### src/rtl/adder_multi_word_sequencer_if.sv
// Request/response and shared-adder signals of the multi-word adder sequencer.
// Subtract_In exists only when ADDER_SEQ_SUBTRACT_EN is defined.
interface adder_multi_word_sequencer_if #(
    parameter int NUM_WORDS = 4
);
    logic                     Start_In;
    logic [32*NUM_WORDS-1:0]  Data_A_In;
    logic [32*NUM_WORDS-1:0]  Data_B_In;
    logic                     Carry_In;
`ifdef ADDER_SEQ_SUBTRACT_EN
    logic                     Subtract_In;
`endif
    logic                     Busy_Out;
    logic                     Done_Out;
    logic [32*NUM_WORDS-1:0]  Sum_Out;
    logic                     Carry_Out;
    logic                     Adder_Enable_Out;
    logic [31:0]              Adder_Data_A_Out;
    logic [31:0]              Adder_Data_B_Out;
    logic                     Adder_Cin_Out;
    logic [31:0]              Adder_Sum_In;
    logic                     Adder_Cout_In;

    modport slave (
        input  Start_In, Data_A_In, Data_B_In, Carry_In,
`ifdef ADDER_SEQ_SUBTRACT_EN
        input  Subtract_In,
`endif
        output Busy_Out, Done_Out, Sum_Out, Carry_Out,
        output Adder_Enable_Out, Adder_Data_A_Out, Adder_Data_B_Out, Adder_Cin_Out,
        input  Adder_Sum_In, Adder_Cout_In
    );

    modport master (
        output Start_In, Data_A_In, Data_B_In, Carry_In,
`ifdef ADDER_SEQ_SUBTRACT_EN
        output Subtract_In,
`endif
        input  Busy_Out, Done_Out, Sum_Out, Carry_Out,
        input  Adder_Enable_Out, Adder_Data_A_Out, Adder_Data_B_Out, Adder_Cin_Out,
        output Adder_Sum_In, Adder_Cout_In
    );
endinterface

### src/rtl/adder_multi_word_sequencer.sv
// Wide adder built by sequencing one shared 32-bit adder, LSW first, carry chained internally.
// Optional A-B mode enabled by defining ADDER_SEQ_SUBTRACT_EN.
module adder_multi_word_sequencer #(
    parameter int NUM_WORDS = 4
) (
    input  logic                         Clock_In,
    input  logic                         Reset_In,
    adder_multi_word_sequencer_if.slave  bus
);
    localparam int W     = 32 * NUM_WORDS;
    localparam int IDX_W = $clog2(NUM_WORDS);
    localparam logic [IDX_W-1:0] LAST_IDX = IDX_W'(NUM_WORDS - 1);

    typedef enum logic [1:0] {IDLE, RUN, DONE} state_t;

    state_t             state_q, state_d;
    logic [IDX_W-1:0]   idx_q, idx_d;
    logic               chain_q, chain_d;
    logic [W-1:0]       sum_q, sum_d;
    logic               cout_q, cout_d;
    logic [W-1:0]       a_q, a_d;
    logic [W-1:0]       b_q, b_d;
    logic               cin_q, cin_d;
    logic               sub_q, sub_d;

    logic               adder_en;
    logic [31:0]        adder_a;
    logic [31:0]        adder_b;
    logic               adder_cin;

    always_comb begin
        state_d   = state_q;
        idx_d     = idx_q;
        chain_d   = chain_q;
        sum_d     = sum_q;
        cout_d    = cout_q;
        a_d       = a_q;
        b_d       = b_q;
        cin_d     = cin_q;
        sub_d     = sub_q;
        adder_en  = 1'b0;
        adder_a   = '0;
        adder_b   = '0;
        adder_cin = 1'b0;

        case (state_q)
            IDLE: begin
                if (bus.Start_In) begin
                    a_d     = bus.Data_A_In;
                    b_d     = bus.Data_B_In;
                    cin_d   = bus.Carry_In;
`ifdef ADDER_SEQ_SUBTRACT_EN
                    sub_d   = bus.Subtract_In;
`else
                    sub_d   = 1'b0;
`endif
                    idx_d   = '0;
                    sum_d   = '0;
                    cout_d  = 1'b0;
                    state_d = RUN;
                end
            end
            RUN: begin
                adder_en = 1'b1;
                adder_a  = a_q[{idx_q, 5'b0} +: 32];
                // Subtraction is A + ~B + 1: invert B and force the word-0 carry.
                adder_b  = b_q[{idx_q, 5'b0} +: 32] ^ {32{sub_q}};
                if (idx_q == '0) begin
                    adder_cin = sub_q | cin_q;
                end else begin
                    adder_cin = chain_q;
                end
                sum_d[{idx_q, 5'b0} +: 32] = bus.Adder_Sum_In;
                chain_d = bus.Adder_Cout_In;
                if (idx_q == LAST_IDX) begin
                    cout_d  = bus.Adder_Cout_In;
                    state_d = DONE;
                end else begin
                    idx_d = idx_q + 1'b1;
                end
            end
            DONE: begin
                state_d = IDLE;
            end
            default: begin
                state_d = IDLE;
            end
        endcase
    end

    always_ff @(posedge Clock_In) begin
        if (Reset_In) begin
            state_q <= IDLE;
            idx_q   <= '0;
            chain_q <= 1'b0;
            sum_q   <= '0;
            cout_q  <= 1'b0;
            sub_q   <= 1'b0;
        end else begin
            state_q <= state_d;
            idx_q   <= idx_d;
            chain_q <= chain_d;
            sum_q   <= sum_d;
            cout_q  <= cout_d;
            sub_q   <= sub_d;
        end
    end

    // Operand latches need no reset: they are only read in RUN, after a start loads them.
    always_ff @(posedge Clock_In) begin
        a_q   <= a_d;
        b_q   <= b_d;
        cin_q <= cin_d;
    end

    assign bus.Busy_Out         = (state_q != IDLE);
    assign bus.Done_Out         = (state_q == DONE);
    assign bus.Sum_Out          = sum_q;
    assign bus.Carry_Out        = cout_q;
    assign bus.Adder_Enable_Out = adder_en;
    assign bus.Adder_Data_A_Out = adder_a;
    assign bus.Adder_Data_B_Out = adder_b;
    assign bus.Adder_Cin_Out    = adder_cin;
endmodule

### src/flat_wrapper.sv
// flat-port wrapper written by rule: the top's interface ports become plain ports
module adder_multi_word_sequencer_flat 
#(
    parameter int NUM_WORDS = 4
)
  (Clock_In, Reset_In, bus_Start_In, bus_Data_A_In, bus_Data_B_In, bus_Carry_In, bus_Busy_Out, bus_Done_Out, bus_Sum_Out, bus_Carry_Out, bus_Adder_Enable_Out, bus_Adder_Data_A_Out, bus_Adder_Data_B_Out, bus_Adder_Cin_Out, bus_Adder_Sum_In, bus_Adder_Cout_In);
  adder_multi_word_sequencer_if #(.NUM_WORDS(NUM_WORDS)) bus_i ();
  input  logic Clock_In;
  input  logic Reset_In;
  input wire logic [$bits(bus_i.Start_In)-1:0] bus_Start_In;
  input wire logic [$bits(bus_i.Data_A_In)-1:0] bus_Data_A_In;
  input wire logic [$bits(bus_i.Data_B_In)-1:0] bus_Data_B_In;
  input wire logic [$bits(bus_i.Carry_In)-1:0] bus_Carry_In;
  output wire logic [$bits(bus_i.Busy_Out)-1:0] bus_Busy_Out;
  output wire logic [$bits(bus_i.Done_Out)-1:0] bus_Done_Out;
  output wire logic [$bits(bus_i.Sum_Out)-1:0] bus_Sum_Out;
  output wire logic [$bits(bus_i.Carry_Out)-1:0] bus_Carry_Out;
  output wire logic [$bits(bus_i.Adder_Enable_Out)-1:0] bus_Adder_Enable_Out;
  output wire logic [$bits(bus_i.Adder_Data_A_Out)-1:0] bus_Adder_Data_A_Out;
  output wire logic [$bits(bus_i.Adder_Data_B_Out)-1:0] bus_Adder_Data_B_Out;
  output wire logic [$bits(bus_i.Adder_Cin_Out)-1:0] bus_Adder_Cin_Out;
  input wire logic [$bits(bus_i.Adder_Sum_In)-1:0] bus_Adder_Sum_In;
  input wire logic [$bits(bus_i.Adder_Cout_In)-1:0] bus_Adder_Cout_In;
  assign bus_i.Start_In = bus_Start_In;
  assign bus_i.Data_A_In = bus_Data_A_In;
  assign bus_i.Data_B_In = bus_Data_B_In;
  assign bus_i.Carry_In = bus_Carry_In;
  assign bus_Busy_Out = bus_i.Busy_Out;
  assign bus_Done_Out = bus_i.Done_Out;
  assign bus_Sum_Out = bus_i.Sum_Out;
  assign bus_Carry_Out = bus_i.Carry_Out;
  assign bus_Adder_Enable_Out = bus_i.Adder_Enable_Out;
  assign bus_Adder_Data_A_Out = bus_i.Adder_Data_A_Out;
  assign bus_Adder_Data_B_Out = bus_i.Adder_Data_B_Out;
  assign bus_Adder_Cin_Out = bus_i.Adder_Cin_Out;
  assign bus_i.Adder_Sum_In = bus_Adder_Sum_In;
  assign bus_i.Adder_Cout_In = bus_Adder_Cout_In;
  adder_multi_word_sequencer #(.NUM_WORDS(NUM_WORDS)) u_core (.Clock_In(Clock_In), .Reset_In(Reset_In), .bus(bus_i));
endmodule
### config.mk
export PLATFORM = sky130hd
export DESIGN_NAME = adder_multi_word_sequencer_flat
export DESIGN_NICKNAME = d
export VERILOG_FILES = /design/src/rtl/adder_multi_word_sequencer_if.sv /design/src/rtl/adder_multi_word_sequencer.sv /design/src/flat_wrapper.sv
export SDC_FILE = /design/constraint.sdc
export NUM_CORES = 1
export LEC_CHECK = 0
export CORE_MARGIN = 2
export CORE_UTILIZATION = 25
export DETAILED_ROUTE_END_ITERATION = 10
export SLEW_MARGIN = 20
export SYNTH_ARGS = -nofsm -noshare
export SYNTH_HDL_FRONTEND = slang
export SYNTH_SLANG_ARGS = --single-unit
### constraint.sdc
create_clock -name Clock_In -period 37.3 [get_ports Clock_In]
set_input_delay 3.73 -clock Clock_In [delete_from_list [all_inputs] [get_ports Clock_In]]
set_output_delay 3.73 -clock Clock_In [all_outputs]
set_load 0.005 [all_outputs]
run_1/clocks.png
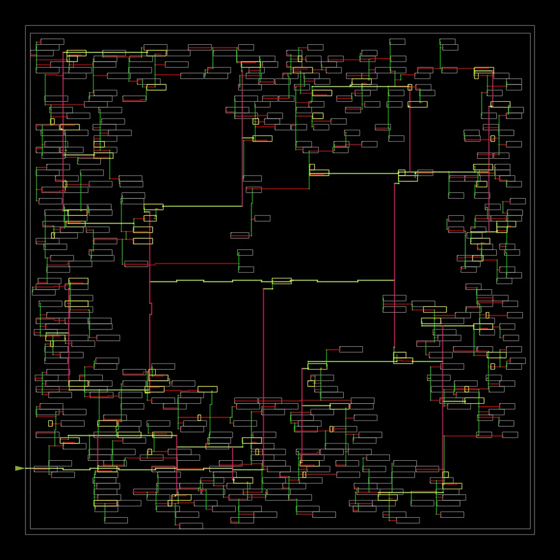
clk sinks: 391
clock buffers: 57
Post-Route Skew: 14.2 ps
registers: 391

run_1/clk_routes.png
(2 px per µm)
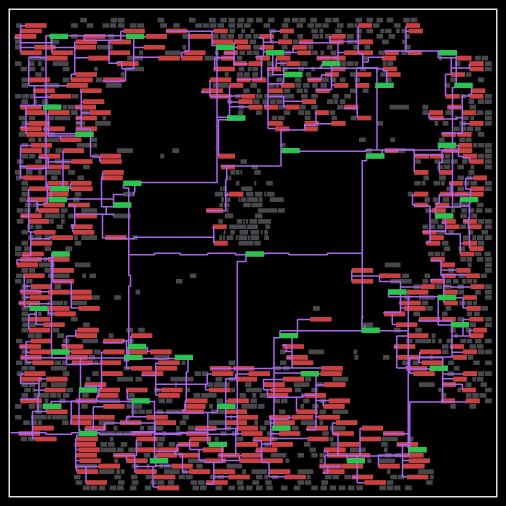
[red] flip-flops | count: 391
[green] clock drivers | count: 45
[purple] clock wires | length: 5420 µm
routed clock nets: 46
source-to-sink clock delay at the later pin of the worst-skew pair: 560 ps
Clk pwr share: 43.6%
power attributed to the clock group: 0.452 mW

run_1/io_fan.png
(2 px per µm)
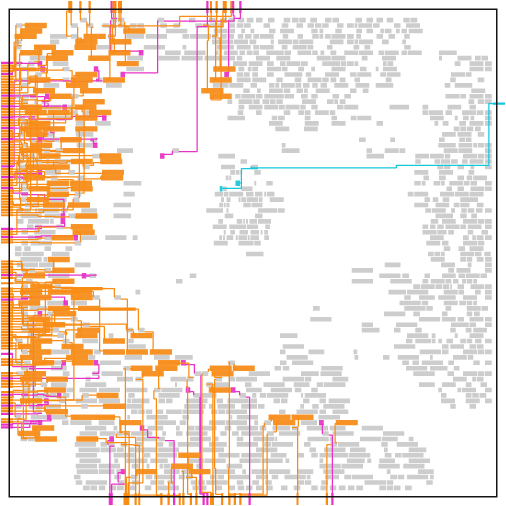
| color | port | bits | direction | edge | end cells | buffers | wire |
|---|---|---|---|---|---|---|---|
| cyan | bus_Adder_Cout_In | 1 | input | right | 2 | 1 | 183 µm |
| orange | bus_Data_A_In | 128 | input | 96 left, 19 bottom, 13 top | 128 | 128 | 4640 µm |
| magenta | bus_Adder_Data_A_Out | 32 | output | 21 left, 7 bottom, 4 top | 32 | 32 | 1370 µm |
number of top-level pins: 490
I/O Buffers: 489

==> impl_metrics.env, run 1 <==
# flow metrics
export IMPL_dr_total_vias=9073
export IMPL_clock_area_share_pct=7.14
export IMPL_grt_met2_usage_pct=24.0
export IMPL_antenna_cells=4
export IMPL_crit_path_top_delay_cell="sky130_fd_sc_hd__dfxtp_4"
export IMPL_dominantRegCellSynth="sky130_fd_sc_hd__edfxtp_1"
export IMPL_row_count=87
export IMPL_avgSynthCellArea_um2=18.3
export IMPL_postCtsSetupRepairBufs=0
export IMPL_synth_xor_area_share_pct=0
export IMPL_placeableCoreArea_um2=56500
export IMPL_fillerInstances=5268
export IMPL_p_total_mw=1.04
export IMPL_cell_internal_pwr_mw=0.811
export IMPL_power_combinational_fraction_pct=8.9
export IMPL_first_global_vias=9803
export IMPL_adder_share_pct=0.526
export IMPL_syn2layout_area_growth_pct=51.1
export IMPL_stage_log_warnings=34
export IMPL_grt_use_met1_pct=16.1
export IMPL_synth_logic_top_family="multiplexers"
export IMPL_grt_start_max_net_pins=187
export IMPL_multiInputCombCellCount=334
export IMPL_power_leakage_nw=7.36
export IMPL_cts_root_buffer="sky130_fd_sc_hd__clkbuf_16"
export IMPL_postRouteWirelength_mm=42.7
export IMPL_gr_total_overflow=0
export IMPL_cts_tree="done"
export IMPL_fin_crit_ps=7240
export IMPL_worst_setup_slack_post_dpl_ps=30480
export IMPL_detailed_place_area_um2=20000
export IMPL_path_cells="buf_4 -> mux4_2 -> and2_1 -> clkdlybuf4s50_1"
export IMPL_power_ir_vdd_worst_mv=0.0326
export IMPL_grt_antenna_before_repair=7
export IMPL_gr_usage_met3_pct=5.30
export IMPL_area_combinational_um2=3580
export IMPL_fp_nets=1081
export IMPL_antenna_left=0
export IMPL_yosys_stat_cells=782
export IMPL_critical_path_max_stage_delay_ps=970
export IMPL_slew_headroom_pct=23.9
export IMPL_post_route_period_util_pct=19.4
export IMPL_powerDensity_nw_per_um2=48.0
export IMPL_worst_path_buf_inv=2
export IMPL_total_number_of_h_tree_levels=2
export IMPL_achievable_clock_frequency_mhz=138
export IMPL_cp_data_arrival_time_ps=3510
export IMPL_yosys_stat_seqShare_pct=72.8
export IMPL_netlist_top_cells_count="sky130_fd_sc_hd__edfxtp_1 (257), sky130_fd_sc_hd__dfxtp_1 (134), sky130_fd_sc_hd__a22o_1 (128)"
export IMPL_drt_pre_antenna_iters=4
export IMPL_sh_comb_area_pct=16.6
export IMPL_hold_slack_ps=455
export IMPL_lay_top_count="sky130_fd_sc_hd__clkdlybuf4s50_1"
export IMPL_power_switching_mw=0.225
export IMPL_netlist_cell_type_count=35
export IMPL_hp_class="reg -> reg"
export IMPL_hpwl_mm=29.5
export IMPL_layout_buffer_nonclock_area_share_pct=23.5
export IMPL_numSynthFlops=391
export IMPL_cp_required_ps=33570
export IMPL_drt_first_iter_violations=390
export IMPL_globalRouteTotalUtil_pct=14.1
export IMPL_tritoncts_num_buffers=45
export IMPL_yosys_area_share_aoi_pct=8.40
export IMPL_drt_met1_wl_mm=16.7
export IMPL_floorplan_core_util_pct=25.3
export IMPL_cts_repair_resized=0
export IMPL_end_kind="primary output"
export IMPL_tightest_slew_ps=1140
export IMPL_most_common_layout_cells="sky130_fd_sc_hd__clkdlybuf4s50_1 (488), sky130_fd_sc_hd__edfxtp_1 (257), sky130_fd_sc_hd__dfxtp_1 (132)"
export IMPL_final_nets=1579
export IMPL_maxCapViolations=0
export IMPL_routabilityCongestion=0.790
export IMPL_met2WireLength_mm=21.3
export IMPL_die_height_um=243
export IMPL_well_tap_count=756
export IMPL_top_area_share_pct=54.0
export IMPL_via_per_inst=4.37
export IMPL_final_core_util_pct=38.2
export IMPL_grt_first_pass_wirelength_mm=62.4
export IMPL_met3_wirelength_mm=3.50
export IMPL_seq_area_um2=10400
export IMPL_synth_area_yosys_um2=14300
export IMPL_post_synth_tally_of_flip_flops_with_integrated_enable=257
export IMPL_finalHoldViolations=0
export IMPL_sequentialPower_mw=0.491
export IMPL_non_clock_inverter_count=5
export IMPL_synth_async_reset_ratio_pct=0
export IMPL_topRoutingLayerUsed="met5"
export IMPL_powerComb_mw=0.0925
export IMPL_power_switching_share_pct=21.7
export IMPL_remaining_drc_errors=0
export IMPL_worst_setup_hold_path_clk_slew_ps=60
export IMPL_run_status="finished clean"
[run 1: worst min-delay path: cells and delay by family (launching register included)]
family          cells  cell delay (ps)
compound gates      1               50
flops               1              310
simple gates        1               50
[run 1: worst paths after layout]
check | startpoint | endpoint | slack [ps] | cells after the start
hold / removal | u_core.chain_q$_SDFFE_PP0P_ | u_core.chain_q$_SDFFE_PP0P_ | 450 | 2
setup / recovery | u_core.idx_q[0]$_SDFFE_PP0P_ | bus_Adder_Data_A_Out[4] | 30060 | 4
hold reg to reg | u_core.chain_q$_SDFFE_PP0P_ | u_core.chain_q$_SDFFE_PP0P_ | 450 | 2
setup reg to reg | u_core.idx_q[1]$_SDFFE_PP0P_ | u_core.bus.Sum_Out[39]$_SDFFE_PP0P_ | 33950 | 6
## Run 2: what changed since run 1
clock period = 7.5 ns   (was 37.3 ns; I/O delays follow)
run_2/placement_by_type.png
(1 px per µm)
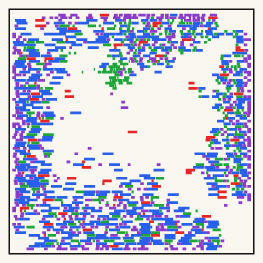
| color | class | cells | share of their area |
|---|---|---|---|
| green | combinational and other logic | 339 | 18% |
| purple | other buffers and delay cells | 501 | 25% |
| red | clock drivers and dummy loads | 81 | 6.9% |
| blue | flops | 391 | 51% |
summed area of non-filler cells in the final layout: 21400 µm²
flip-flop and latch share of the layout cell area: 48.7%

==> impl_metrics.env, run 2 <==
# flow metrics
export IMPL_design_portCount=490
export IMPL_worst_setup_slack_post_dpl_ps=3710
export IMPL_layout_buffer_nonclock_area_share_pct=23.4
export IMPL_syn2layout_area_growth_pct=49.6
export IMPL_power_switching_mw=1.09
export IMPL_cts_tree="done"
export IMPL_maxCapViolations=0
export IMPL_cts_repair_resized=0
export IMPL_tritoncts_num_buffers=44
export IMPL_numSynthFlops=391
export IMPL_detailed_place_area_um2=19900
export IMPL_clock_skew_ps=12.5
export IMPL_min_path_cells=2
export IMPL_non_clock_inverter_count=5
export IMPL_tightest_slew_ps=1270
export IMPL_row_count=87
export IMPL_seq_cells=391
export IMPL_fp_nets=1081
export IMPL_worstReg2RegStart="u_core.idx_q[1]$_SDFFE_PP0P_"
export IMPL_drt_first_iter_violations=420
export IMPL_stage_log_warnings=34
export IMPL_clock_latency_late_pin_ps=570
export IMPL_powerDensity_nw_per_um2=233
export IMPL_dr_total_vias=9092
export IMPL_critical_path_startpoint="u_core.idx_q[0]$_SDFFE_PP0P_"
export IMPL_r2r_cells=7
export IMPL_grt_first_pass_wirelength_mm=61.7
export IMPL_postRouteWirelength_mm=41.5
export IMPL_slew_headroom_pct=15.6
export IMPL_total_number_of_h_tree_levels=2
export IMPL_worst_setup_hold_path_clk_slew_ps=50
export IMPL_first_global_vias=9783
export IMPL_finalHoldViolations=0
export IMPL_well_tap_count=756
export IMPL_dominantRegCellSynth="sky130_fd_sc_hd__edfxtp_1"
export IMPL_most_common_layout_cells="sky130_fd_sc_hd__clkdlybuf4s50_1 (488), sky130_fd_sc_hd__edfxtp_1 (257), sky130_fd_sc_hd__dfxtp_1 (132)"
export IMPL_grt_antenna_before_repair=11
export IMPL_run_status="finished clean"
export IMPL_floorplan_core_util_pct=25.3
export IMPL_sequentialPower_mw=2.44
export IMPL_fillerInstances=5256
export IMPL_hp_class="reg -> reg"
export IMPL_netlist_top_cells_count="sky130_fd_sc_hd__edfxtp_1 (257), sky130_fd_sc_hd__dfxtp_1 (134), sky130_fd_sc_hd__a22o_1 (128)"
export IMPL_sh_comb_area_pct=16.7
export IMPL_end_kind="primary output"
export IMPL_grt_start_max_net_pins=186
export IMPL_setup_worst_path_end="bus_Adder_Data_A_Out[24]"
export IMPL_yosys_stat_cells=782
export IMPL_globalRouteTotalUtil_pct=13.8
export IMPL_synth_async_reset_ratio_pct=0
export IMPL_power_leakage_nw=7.28
export IMPL_routabilityCongestion=0.796
export IMPL_yosys_stat_seqShare_pct=72.8
export IMPL_post_synth_tally_of_flip_flops_with_integrated_enable=257
export IMPL_remaining_drc_errors=0
export IMPL_hold_slack_ps=461
export IMPL_placement_io_buffers=489
export IMPL_drt_pre_antenna_iters=4
export IMPL_area_combinational_um2=3580
export IMPL_crit_reg2reg_capture="u_core.bus.Sum_Out[105]$_SDFFE_PP0P_"
export IMPL_gr_total_overflow=0
export IMPL_seq_area_um2=10400
export IMPL_top_area_share_pct=54.0
export IMPL_power_ir_vdd_worst_mv=0.143
export IMPL_power_switching_share_pct=22.0
export IMPL_final_nets=1576
export IMPL_final_core_util_pct=37.8
export IMPL_netlist_cell_type_count=35
export IMPL_synth_area_yosys_um2=14300
export IMPL_postCtsSetupRepairBufs=0
export IMPL_avgSynthCellArea_um2=18.3
==> run 2: kinds of logic after synthesis <==
family          count (synthesis)  synth area share [%]
compound gates                139                  8.40
fa+ha+maj                       6                 0.526
buf+inv                        57                  2.43
flops                         391                  72.8
mux                            69                  10.5
simple gates                  120                  5.37
==> run 2: worst max-delay path: stages (launching register included) <==
cell                              delay [ps]
sky130_fd_sc_hd__dfxtp_4                 850
sky130_fd_sc_hd__buf_4                   760
sky130_fd_sc_hd__mux4_2                  610
sky130_fd_sc_hd__and2_1                  170
sky130_fd_sc_hd__clkdlybuf4s50_1         460
==> run 2: metal layers <==
layer,track usage [%],up-vias,share of wire [%]
li1,-,4094,-
met1,15.9,4519,38
met2,23.5,379,50
met3,4.79,86,8.5
met4,4.96,14,2.8
met5,0,-,0.19
Power and IR drop assume default switching activity.
